`config.mk`:
```
export PLATFORM = sky130hd
export DESIGN_NAME = barrel_shift_pipe
export DESIGN_NICKNAME = d
export VERILOG_FILES = /design/src/rtl/barrel_pkg.sv /design/src/rtl/barrel_level.sv /design/src/rtl/barrel_shift_pipe.sv
export SDC_FILE = /design/constraint.sdc
export NUM_CORES = 1
export LEC_CHECK = 0
export CAP_MARGIN = 0
export CORE_MARGIN = 4
export CORE_UTILIZATION = 25
export DETAILED_ROUTE_END_ITERATION = 8
export RECOVER_POWER = 50
export SYNTH_ARGS = -nofsm -noshare
export SYNTH_HDL_FRONTEND = slang
export SYNTH_SLANG_ARGS = --single-unit
```
`constraint.sdc`:
```
create_clock -name clk -period 2.9 [get_ports clk]
set_input_delay 0.58 -clock clk [delete_from_list [all_inputs] [get_ports clk]]
set_output_delay 0.58 -clock clk [all_outputs]
set_load 0.005 [all_outputs]
```
`src/rtl/barrel_pkg.sv`:
```
// Shared types for the pipelined barrel shifter: the operation encoding and
// a small helper used to derive the pipeline depth from the level count.
package barrel_pkg;

  // Operation selector as carried on the operand bus.
  typedef enum logic [1:0] {
    SH_SLL = 2'b00,
    SH_SRL = 2'b01,
    SH_SRA = 2'b10,
    SH_ROR = 2'b11
  } shop_t;

  // Integer ceiling division, used to turn mux levels into register slices.
  function automatic int ceil_div(input int num, input int den);
    return (num + den - 1) / den;
  endfunction

endpackage

```
`src/rtl/barrel_level.sv`:
```
// One combinational level of the log shifter. When enabled it moves the data
// by a fixed 2^K positions in the direction and style selected by op; when
// disabled the data passes straight through.
module barrel_level
  import barrel_pkg::*;
#(
  parameter int WIDTH = 16,
  parameter int K     = 0
) (
  input  logic [WIDTH-1:0] data,
  input  logic             en,
  input  shop_t            op,
  input  logic             fill,
  output logic [WIDTH-1:0] result
);

  localparam int SH = 1 << K;

  // Fixed-distance shift/rotate; right shifts insert the fill bit so SRL and
  // SRA share one path (fill is 0 for SRL, the original sign for SRA).
  always_comb begin
    result = data;
    if (en) begin
      case (op)
        SH_SLL:         result = {data[WIDTH-SH-1:0], {SH{1'b0}}};
        SH_SRL, SH_SRA: result = {{SH{fill}}, data[WIDTH-1:SH]};
        SH_ROR:         result = {data[SH-1:0], data[WIDTH-1:SH]};
        default:        result = data;
      endcase
    end
  end

endmodule

```
`src/rtl/barrel_shift_pipe.sv`:
```
// Pipelined barrel shifter/rotator with valid/ready on both sides.
// SAW mux levels (LSB-first, level k shifts by 2^k) are split into LAT
// register slices of LVL_PER_STAGE levels each; the last slice is the output
// register. Carry and saturation are resolved on entry and ride along.
module barrel_shift_pipe
  import barrel_pkg::*;
#(
  parameter int WIDTH         = 16,
  parameter int LVL_PER_STAGE = 2
) (
  input  logic             clk,
  input  logic             rst,
  input  logic             flush,
  input  logic             in_valid,
  output logic             in_ready,
  input  logic [WIDTH-1:0] in_data,
  input  logic [WIDTH-1:0] in_amt,
  input  logic [1:0]       in_op,
  output logic             out_valid,
  input  logic             out_ready,
  output logic [WIDTH-1:0] out_data,
  output logic             out_carry,
  output logic             out_zero
);

  localparam int SAW = $clog2(WIDTH);
  localparam int LAT = ceil_div(SAW, LVL_PER_STAGE);

  // Everything a slice needs to finish the operation downstream.
  typedef struct packed {
    logic [WIDTH-1:0] data;
    logic [SAW-1:0]   amt;
    shop_t            op;
    logic             fill;
    logic             sat;
    logic             carry;
  } stage_t;

  stage_t           pipe [LAT];
  stage_t           src  [LAT];
  stage_t           nxt  [LAT];
  logic [WIDTH-1:0] stage_end [LAT];
  logic [LAT-1:0]   v;
  logic [LAT:0]     vchain;
  logic [LAT-1:0]   rdy;

  shop_t            op_in;
  logic [SAW-1:0]   low;
  logic [SAW-1:0]   low_m1;
  logic [SAW-1:0]   low_neg;
  logic             sat_in;
  logic             full_in;
  logic             carry_in;

  assign op_in   = shop_t'(in_op);
  assign low     = in_amt[SAW-1:0];
  assign low_m1  = low - SAW'(1);
  assign low_neg = SAW'(0) - low;
  assign sat_in  = |in_amt[WIDTH-1:SAW];
  assign full_in = (in_amt == WIDTH'(WIDTH));

  // Carry is decided from the raw operand so later slices never need it.
  always_comb begin
    carry_in = 1'b0;
    case (op_in)
      SH_SLL: begin
        if (sat_in)          carry_in = full_in & in_data[0];
        else if (low != '0)  carry_in = in_data[low_neg];
      end
      SH_SRL: begin
        if (sat_in)          carry_in = full_in & in_data[WIDTH-1];
        else if (low != '0)  carry_in = in_data[low_m1];
      end
      SH_SRA: begin
        if (sat_in)          carry_in = in_data[WIDTH-1];
        else if (low != '0)  carry_in = in_data[low_m1];
      end
      SH_ROR: begin
        if (low != '0)       carry_in = in_data[low_m1];
      end
      default:               carry_in = 1'b0;
    endcase
  end

  // Source payload for each slice: fresh operand for the first, the previous
  // register for the rest.
  always_comb begin
    src[0].data  = in_data;
    src[0].amt   = low;
    src[0].op    = op_in;
    src[0].fill  = (op_in == SH_SRA) & in_data[WIDTH-1];
    src[0].sat   = sat_in;
    src[0].carry = carry_in;
    for (int s = 1; s < LAT; s++) begin
      src[s] = pipe[s-1];
    end
  end

  for (genvar k = 0; k < SAW; k++) begin : g_level
    localparam int S = k / LVL_PER_STAGE;
    logic [WIDTH-1:0] din;
    logic [WIDTH-1:0] dout;
    if (k % LVL_PER_STAGE == 0) begin : g_head
      assign din = src[S].data;
    end else begin : g_chain
      assign din = g_level[k-1].dout;
    end
    barrel_level #(
      .WIDTH (WIDTH),
      .K     (k)
    ) u_level (
      .data   (din),
      .en     (src[S].amt[k]),
      .op     (src[S].op),
      .fill   (src[S].fill),
      .result (dout)
    );
  end

  for (genvar s = 0; s < LAT; s++) begin : g_stage
    localparam int LAST = ((s + 1) * LVL_PER_STAGE < SAW) ? (s + 1) * LVL_PER_STAGE - 1 : SAW - 1;
    assign stage_end[s] = g_level[LAST].dout;
    // A slice may load when it, or some slice after it, has room, or when
    // the consumer is taking the result.
    assign rdy[s] = out_ready | ~(&v[LAT-1:s]);
  end

  // Next slice contents; out-of-range shifts collapse to the fill pattern
  // just before the output register, rotates ignore saturation.
  always_comb begin
    for (int s = 0; s < LAT; s++) begin
      nxt[s]      = src[s];
      nxt[s].data = stage_end[s];
    end
    if (src[LAT-1].sat && (src[LAT-1].op != SH_ROR)) begin
      nxt[LAT-1].data = {WIDTH{src[LAT-1].fill}};
    end
  end

  assign vchain = {v, in_valid};

  // Slice registers: flush drops everything in flight, otherwise each slice
  // takes its predecessor whenever it is allowed to advance.
  always_ff @(posedge clk or posedge rst) begin
    if (rst) begin
      v <= '0;
      for (int s = 0; s < LAT; s++) begin
        pipe[s] <= '0;
      end
    end else if (flush) begin
      v <= '0;
    end else begin
      for (int s = 0; s < LAT; s++) begin
        if (rdy[s]) begin
          v[s] <= vchain[s];
          if (vchain[s]) begin
            pipe[s] <= nxt[s];
          end
        end
      end
    end
  end

  assign in_ready  = rdy[0] | flush;
  assign out_valid = vchain[LAT];
  assign out_data  = pipe[LAT-1].data;
  assign out_carry = pipe[LAT-1].carry;
  assign out_zero  = (out_data == '0);

endmodule

```
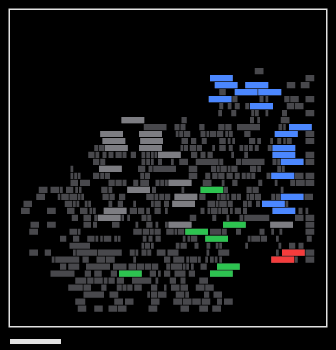
Fig. 1. Where the registers sit (run 1).
Bar = 20 microns.
green -> `nxt`  # placed flops 7
red -> `v`  # placed flops 2
blue -> `out_data`  # placed flops 16
not coloured = 17
post-route core utilization: 0.3359
seq pwr: 826 uW

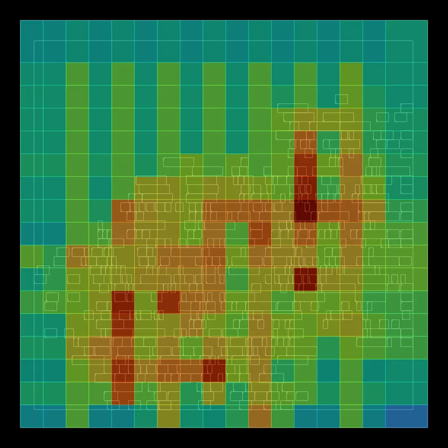
Fig. 2. Routing congestion map (run 1).
Routed wire per std cell: 16.10 microns
met3 Use GR: 0.02608
GRT Max-Usage Layer: met2

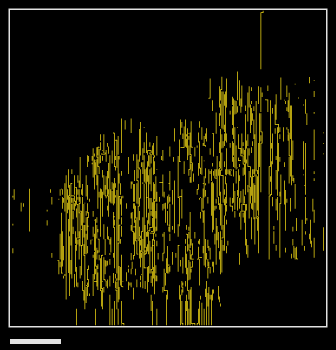
Fig. 3. Met2 routing (run 1).
Bar = 20 microns.
share of all routed wire = 46%
longest straight run = 48.3 microns
main direction = vertical
wire length on this layer = 4650 microns
nets with wire on the layer = 417
drt total wl: 10190 microns
via count: 3412
M2 GR Usage: 0.2175

==> flow_metrics.env, run 1 <==
# implementation run metrics
export IMPL_status="finished, final reports clean"
export IMPL_fin_ws_ps=348.4
export IMPL_via_per_inst=5.390
export IMPL_clockPowerShare=0.239
export IMPL_grt_pass1_wl_microns=17050
export IMPL_slowest_stage="mux4_2"
export IMPL_antenna_found_initial=0
export IMPL_criticalPathCategory="in2reg"
export IMPL_synthArstFlopShare=1.000
export IMPL_power_density_nw_per_um2=514.1
export IMPL_ys_seq_elements=42
export IMPL_whs_path_depth=2
export IMPL_combPwrFrac=0.386
export IMPL_worstSetupStartpointType="input port"
export IMPL_synth_chip_area_sq_um=3313
export IMPL_critPathCaptureType="register"
export IMPL_gp_congestion=0.8810
export IMPL_ys_flop_type="dfrtp_1"
export IMPL_tns_ps=0
export IMPL_syn_cell_area_sq_um=3313
export IMPL_rr_startpoint="nxt[3]"
export IMPL_core_sq_um=12770
export IMPL_cts_sinks=42
export IMPL_intPower_mw=1.434
export IMPL_drc=0
export IMPL_overflow=0
export IMPL_required_ps=3050
export IMPL_firstDrtPassIters=4
export IMPL_ys_cells=400
export IMPL_grt_start_max_net_pins=43
export IMPL_p_leak_nw=1.686
export IMPL_worst_pin_slew_ps=1054
export IMPL_ant_nets=0
export IMPL_postCtsSetupBuffers=0
export IMPL_cp_buffers_inverters=2
export IMPL_hold_viol=0
export IMPL_dieArea_sq_um=15160
export IMPL_critPathMaxFanout=3
export IMPL_clk_latency_ps=280
export IMPL_area_growth_pct=29.49
export IMPL_p_sw_uw=771.4
export IMPL_warnings=31
export IMPL_syn_inst=400
export IMPL_cts_tree="built"
export IMPL_period_needed_ps=2552
export IMPL_numPlacedInstances=626
export IMPL_hpwl_microns=7880
export IMPL_die_x_microns=123.1
export IMPL_drive_above_1_share=0.09761
export IMPL_netlist_area_leader_share=0.3172
export IMPL_holdCritPathClass="reg2reg"
export IMPL_clk_pin_slew_ps=60
export IMPL_drt_first_iter_violations=232
export IMPL_gr_usage_all_layers=0.1389
export IMPL_switching_share=0.3498
export IMPL_synth_most_common_cell="nor2_1"
export IMPL_grt_pass1_vias=3274
export IMPL_cts_made_buffers=5
export IMPL_clk_path_buf_depth=2
export IMPL_fin_cells=633
export IMPL_cts_root_buf="clkbuf_16"
export IMPL_yosys_warnings=0
export IMPL_num_antenna_cells=0
export IMPL_r2r_end="out_data[7]"
export IMPL_vdd_drop_max_uv=306.7
export IMPL_timing_critical_path_from="in_amt[1]"
export IMPL_yosys_area_top_type="dfrtp_1"
export IMPL_boundaryPins=59
export IMPL_area_leaders="dfrtp_1 32%, nor2_1 5.9%, a21oi_1 4.8%"
export IMPL_crit_end="nxt[0]"
export IMPL_max_freq_mhz=391.9
export IMPL_synthTopCellsByCount="52 x nor2_1, 42 x dfrtp_1, 32 x a21oi_1, 32 x nand2_1, 29 x o21ai_0"
export IMPL_synth_seq_area_share=0.3172
export IMPL_cp_top_family="buffers and inverters"
export IMPL_post_cts_resized=0
export IMPL_path_cells="clkdlybuf4s50_1 > clkinv_1 > ha_1 > xnor2_2 > mux4_2 > and2_1 > o31ai_1 > a32oi_1"
export IMPL_die_h_microns=123.1
export IMPL_fp_util=0.2594
export IMPL_regToRegSetupSlack_ps=680
export IMPL_cap_violations=0
export IMPL_slew_headroom=0.2972
export IMPL_synth_nets=447
export IMPL_dp_slack_ps=37.32
export IMPL_cp_slowest_stage_delay_ps=510
export IMPL_slew_viol_final=0
export IMPL_grt_setup_unrepaired="no"
export IMPL_critPathArrivalTime_ps=2710
export IMPL_enable_flop_cells=0
export IMPL_power_mw=2.206
export IMPL_h_tree_depth=2
export IMPL_nets=508
export IMPL_fin_skew_ps=7.656
export IMPL_seq_power_share=0.374
export IMPL_rr_worst_depth=7
export IMPL_num_rows=41
export IMPL_min_period_over_period=0.8799
export IMPL_hold_buffers=0
export IMPL_setup_viol=0
export IMPL_path_depth=8
export IMPL_avgSynthCellArea_sq_um=8.283
export IMPL_numPortBuffers=58
export IMPL_ys_types=57
run 1: through the flow:
stage               hold slack (ps)  instance area [sq um]
global route                  507.4                   4290
finish                        470.5                   4290
detailed placement            471.4                   4161
global placement              475.0                   4161
floorplan                     433.4                   3313
CTS                           487.0                   4297
run 1: cell type report:
cell class | instances | area [sq um]
well taps | 172 | 215.2
repair buffers | 83 | 762.0
multi-input cells | 314 | 2071
flip-flops and latches | 42 | 1051
fillers | 1320 | 8483
inverters | 15 | 56.30
clock buffers | 5 | 125.1
clock inverters | 2 | 10.01
run 1: cells in the final DEF (no fill, tap or decap), drive strengths merged, types with 8 or more instances in the layout:
cell / count
nor2: 53
clkdlybuf4s50: 48
dfrtp: 42
nand2: 32
a21oi: 32
o21ai: 30
buf: 23
a221oi: 18
a22oi: 15
o22ai: 14
inv: 13
a31oi: 12
o211ai: 10
dlygate4sd3: 10
nor2b: 9
nor3: 9
ha: 8
nor4: 8
run 1: worst min-delay path by stage:
stage              start        end  slack (ps)
2_1_floorplan     nxt[0]  out_carry         430
3_3_place_gp   out_carry  out_carry         480
3_5_place_dp   out_carry  out_carry         470
4_1_cts        out_carry  out_carry         490
5_1_grt        out_carry  out_carry         510
6_report       out_carry  out_carry         470
run 1: worst reg2reg max path: stages (launching register included):
cell and delay (ps):
dfrtp_1 390, inv_1 80, ha_1 520, o21ba_2 340
a221oi_1 380, o31ai_1 120, a21oi_1 170, o21ai_0 90
run 1: per-layer routing:
| metal | vias up | share of wire | wire (microns) | global-route usage |
|---|---|---|---|---|
| met1 | 1646 | 0.46 | 4720 | 0.1977 |
| met5 | - | 0 | 0 | 0 |
| met2 | 105 | 0.46 | 4647 | 0.2175 |
| met4 | 0 | 0.019 | 194 | 0.03460 |
| met3 | 20 | 0.062 | 631 | 0.02608 |
| li1 | 1641 | - | - | - |
run 1: flip-flops by register name (all words and copies together) (netlist names):
| signal | cells |
|---|---|
| g_level.din | 16 |
| nxt | 7 |
| out_carry | 1 |
| out_data | 16 |
| v | 2 |
run 1: power by group through the flow:
stage	clock network, mW	logic [mW]	registers, mW
after floorplan	0	0.515	0.802
after global placement	0	0.851	0.832
after detailed placement	0	0.861	0.840
after CTS	0.535	0.865	0.829
after global routing	0.568	0.955	0.849
final	0.528	0.852	0.826
run 1: logic make-up after synthesis:
kind of cell / after synthesis / synth area share
buffers and inverters: 44 / 0.05778
adders and majority gates: 8 / 0.03021
and+or+nand+nor: 130 / 0.1858
AOI/OAI and AO/OA: 160 / 0.3259
xor gates and xnor gates: 2 / 0.007555
DFF: 42 / 0.3172
muxes: 14 / 0.07553
Fig. 4: run 1, signal wires on met3
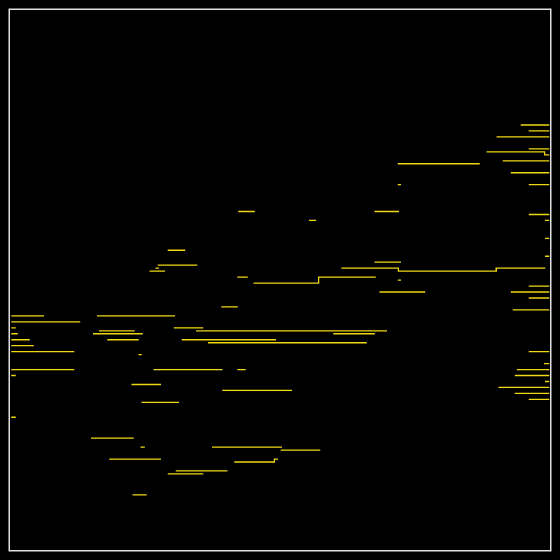

--- run 2 (diff from run 1) ---
--- a/config.mk
+++ b/config.mk
@@ -6,10 +6,13 @@
 export NUM_CORES = 1
 export LEC_CHECK = 0
 export CAP_MARGIN = 0
+export CORE_ASPECT_RATIO = 0.5
 export CORE_MARGIN = 4
 export CORE_UTILIZATION = 25
+export CTS_CLUSTER_DIAMETER = 30
 export DETAILED_ROUTE_END_ITERATION = 8
 export RECOVER_POWER = 50
+export SLEW_MARGIN = 20
 export SYNTH_ARGS = -nofsm -noshare
 export SYNTH_HDL_FRONTEND = slang
 export SYNTH_SLANG_ARGS = --single-unit
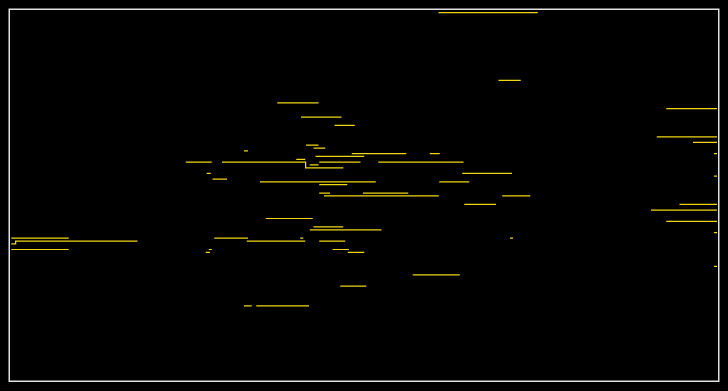
Fig. 5. Signal wires on met3 (run 2).
share of all routed wire = 4.7%
main direction = horizontal
longest straight run = 29.2 microns
met3 Use GR: 0.02120
drt total wl: 10600 microns
via count: 3415

==> run 2 against run 1 <==
- global-route usage increased by 0.13 points
- non-clock buffer count decreased by 3
- routed wire length increased by 4.0%
- via count about the same
- sequential cell count unchanged
- worst hold slack got worse by 1.1 ps
- cell count decreased by 0.63%
- maximum frequency decreased by 0.27%
- combinational power increased by 0.8%
- synthesized cell count unchanged
- critical path depth increased by 1
- final area about the same
- critical path type unchanged
- critical endpoint unchanged
==> flow_metrics.env, run 2 <==
# implementation run metrics
export IMPL_status="finished, final reports clean"
export IMPL_n_fill_cell=1344
export IMPL_postCtsSetupBuffers=0
export IMPL_antenna_found_initial=0
export IMPL_netlist_area_leader_share=0.3172
export IMPL_power_density_nw_per_um2=527.3
export IMPL_numPortBuffers=58
export IMPL_drc=0
export IMPL_gr_usage_all_layers=0.1401
export IMPL_r2r_end="out_data[7]"
export IMPL_slew_headroom=0.2762
export IMPL_cts_tree="built"
export IMPL_syn_inst=400
export IMPL_hpwl_microns=7928
export IMPL_regToRegSetupSlack_ps=680
export IMPL_core_sq_um=12810
export IMPL_area_leaders="dfrtp_1 32%, nor2_1 5.9%, a21oi_1 4.8%"
export IMPL_warnings=31
export IMPL_tns_ps=0
export IMPL_clk_latency_ps=280
export IMPL_drive_above_1_share=0.09368
export IMPL_final_common_cell="nor2_1"
export IMPL_ys_seq_elements=42
export IMPL_setup_viol=0
export IMPL_lay_top_cells="52 x nor2_1, 49 x clkdlybuf4s50_1, 42 x dfrtp_1, 32 x nand2_1, 32 x a21oi_1"
export IMPL_gr_max_usage_layer="met2"
export IMPL_dpl_cell_area_sq_um=4149
export IMPL_final_cell_area_sq_um=4294
export IMPL_worstSetupStartpointType="input port"
export IMPL_required_ps=3100
export IMPL_clk_path_buf_depth=2
export IMPL_hold_viol=0
export IMPL_synthArstFlopShare=1.000
export IMPL_hold_buffers=0
export IMPL_dieArea_sq_um=15270
export IMPL_p_sw_uw=801.7
export IMPL_critPathCaptureType="register"
export IMPL_min_period_over_period=0.8822
export IMPL_seq_power_share=0.367
export IMPL_via_per_inst=5.429
export IMPL_grt_start_max_net_pins=43
export IMPL_drt_first_iter_violations=262
export IMPL_post_cts_resized=0
export IMPL_cts_made_buffers=5
export IMPL_num_antenna_cells=0
export IMPL_avgSynthCellArea_sq_um=8.283
export IMPL_synthTopCellsByCount="52 x nor2_1, 42 x dfrtp_1, 32 x a21oi_1, 32 x nand2_1, 29 x o21ai_0"
export IMPL_worst_pin_slew_ps=1086
export IMPL_nets=505
export IMPL_p_leak_nw=1.676
export IMPL_crit_end="nxt[0]"
export IMPL_synth_nets=447
export IMPL_ys_cells=400
export IMPL_critPathArrivalTime_ps=2760
export IMPL_cts_sinks=42
export IMPL_wl_per_cell_microns=16.86
export IMPL_use_met1=0.2076
export IMPL_clk_pin_slew_ps=60
export IMPL_yosys_warnings=0
export IMPL_max_freq_mhz=390.9
export IMPL_fin_skew_ps=6.520
export IMPL_fin_ws_ps=341.5
export IMPL_firstDrtPassIters=5
export IMPL_rr_startpoint="nxt[3]"
export IMPL_combPwrFrac=0.380
export IMPL_die_h_microns=89.40
export IMPL_grt_pass1_wl_microns=17480
export IMPL_clockPowerShare=0.254
export IMPL_holdCritPathClass="reg2reg"
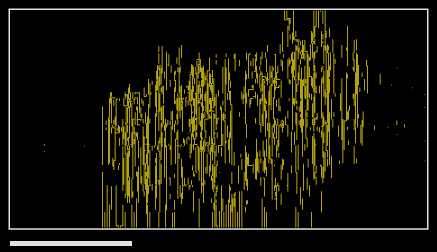
Fig. 6. Met2 routing (run 2).
Bar = 50 microns.
M2 GR Usage: 0.2149

==> run 2: cell counts after synthesis <==
No cell type changed its count.
==> run 2: how the worst min path moves through the flow <==
stage           endpoint      start  slack [ps]  cells past startpoint
2_1_floorplan  out_carry     nxt[0]         430                      2
3_3_place_gp   out_carry  out_carry         460                      2
3_5_place_dp   out_carry  out_carry         470                      2
4_1_cts        out_carry  out_carry         480                      2
5_1_grt        out_carry  out_carry         520                      2
6_report       out_carry  out_carry         470                      2
==> run 2: per-stage QoR <==
| step | instances | hold WS [ps] |
|---|---|---|
| floorplan | 400 | 433.4 |
| global placement | 621 | 459.8 |
| CTS | 629 | 484.6 |
| finish | 629 | 469.4 |
| detailed placement | 621 | 468.2 |
| global route | 629 | 523.8 |
==> run 2: per-layer routing <==
| layer | part of all wire | vias to the layer above |
|---|---|---|
| li1 | - | 1643 |
| met1 | 0.50 | 1663 |
| met2 | 0.44 | 95 |
| met3 | 0.047 | 14 |
| met4 | 0.016 | 0 |
| met5 | 0 | - |
==> run 2: worst max-delay path: stages <==
cell	delay (ps)
clkdlybuf4s50_1	480
clkinv_1	110
ha_1	420
buf_4	190
mux4_1	190
nor3_1	50
a2111oi_0	440
o31ai_1	140
a32oi_1	160
==> run 2: power groups by stage <==
stage / Sequential, mW / Clock [mW] / Combinational [mW]
2_1_floorplan: 0.802 / 0 / 0.515
3_3_place_gp: 0.837 / 0 / 0.854
3_5_place_dp: 0.839 / 0 / 0.862
4_1_cts: 0.828 / 0.584 / 0.865
5_1_grt: 0.850 / 0.607 / 0.955
6_report: 0.830 / 0.575 / 0.859
==> run 2: final cells by class <==
class / count / area [sq um] / area share
multi-input combinational: 314 / 2071 / 0.4822
sequential: 42 / 1051 / 0.2448
timing repair buffer: 80 / 752.0 / 0.1751
tap: 170 / 212.7 / 0.04953
clock buffer: 6 / 138.9 / 0.03234
inverter: 15 / 56.30 / 0.01311
clock inverter: 2 / 12.51 / 0.002914
==> run 2: logic make-up (layout without fill, tap and decap cells) <==
kind of cell | Yosys count | after routing | synth area share
xor+xnor | 2 | 2 | 0.007555
mux | 14 | 14 | 0.07553
fa+ha+maj | 8 | 8 | 0.03021
simple gates | 130 | 130 | 0.1858
compound gates | 160 | 160 | 0.3259
flops | 42 | 42 | 0.3172
buf+inv | 44 | 103 | 0.05778
Power figures rest on the tool's default switching activity, not on a simulated workload.
